Signal wires on met2:
(4 px per um)
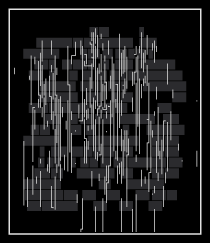
Drive-strength map:
(8 px per um)
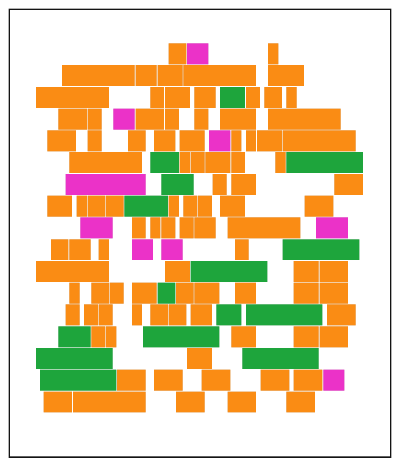
Design can_error_frame_gen, sky130hd; sources not shown.
==> ds_physical_params.txt <==
Physical implementation characteristics

Parameter                              Value

Timing
  Clock period minus final worst setup slack    1.817 ns
  Pins over their slew limit    0
  Total negative slack for setup checks    0 ns

GRT
  Antenna violations before repair    0

Status
  Outcome    complete, no violations

Finish
  Number of flip-flops in the largest register    5
  Count of fill cells added during filler insertion    165
  Area taken by flip-flops and latches    435.4 sq um

Clocking
  CTS clk-pin slew, worst paths    0.10 ns
  Largest buffer count on any clock path    2

Synth
  Seq share, synth    42.13%
  Avg Synthesized Cell Area    10.13 sq um
  Count of different cell masters after synthesis    44
  Synthesized chip area reported by yosys    1033 sq um
  Cells in synth_stat.txt    102

Power and ir drop
  Leakage power summed over all cells    0.4862 nW
  Portion of total power attributed to the clock network    11.1%
  Internal power contribution    1.014 mW

Placed design
  HPWL after detailed placement    1613 um
  Number of buffers inserted by port buffering    17

Setup path
  Max stage delay cell, worst path    sky130_fd_sc_hd__or3b_2
  Delay of the slowest critical-path stage    0.47 ns
## Picture notes: 'signal wires on met2'
The longest straight run is 23.5 um. The wires run mostly vertical. The layer holds 50% of the routed length.
post-detailed-routing wire length: 2159 um
met2 Usage GRT: 29.50%
total vias in the final route: 845

## Picture notes: 'drive-strength map'
Magenta marks x3 and x4, cells 9, share 7.6%. Orange marks x1 and smaller, cells 95, share 80%. Green marks x2, cells 15, share 13%.
relative area change from synthesis to final layout: 19.49%
Non-clk bufs: 20

==> layer usage <==
metal  up-vias  wire, um  global-route usage (%)
met5         -         0                       0
met4         0        40                   8.300
met3         4        98                   2.913
met2        19      1081                   29.50
met1       403       938                   23.88
li1        419         -                       -
==> cell type report <==
cell class              count  area share [%]
inverters                   7           2.128
multi-input cells          71           42.96
repair buffers             20           15.60
flip-flops and latches     17           35.26
clock buffers               4           2.128
well taps                  19           1.925
==> worst register-to-register path: cells and delay by family (launching register included) <==
kind / cells / cell delay, ns
and+or+nand+nor: 2 / 0.59
DFF: 1 / 0.45
adders and majority gates: 1 / 0.20
AOI/OAI and AO/OA: 2 / 0.38
buffers and inverters: 1 / 0.08
==> cells by family (layout without fill, tap and decap cells) <==
group | after synthesis | after routing
compound gates | 34 | 34
mux | 1 | 1
flops | 17 | 17
simple gates | 34 | 34
fa+ha+maj | 2 | 2
buf+inv | 14 | 31
==> power groups by stage <==
stage               Combinational, mW  Sequential [mW]  Clock (mW)
floorplan                       0.557            0.640           0
finish                          0.793            0.654       0.181
detailed placement              0.796            0.659           0
global placement                0.786            0.652           0
CTS                             0.799            0.653       0.182
global route                    0.881            0.675       0.201
==> through the flow <==
| stage | cell area (sq um) | utilization [%] |
|---|---|---|
| after global routing | 1235 | 65.23 |
| after floorplan | 1033 | - |
| after CTS | 1235 | 65.23 |
| after detailed placement | 1209 | 63.85 |
| final | 1235 | 65.23 |
| after global placement | 1209 | 63.85 |
Power figures rest on the tool's default switching activity, not on a simulated workload.
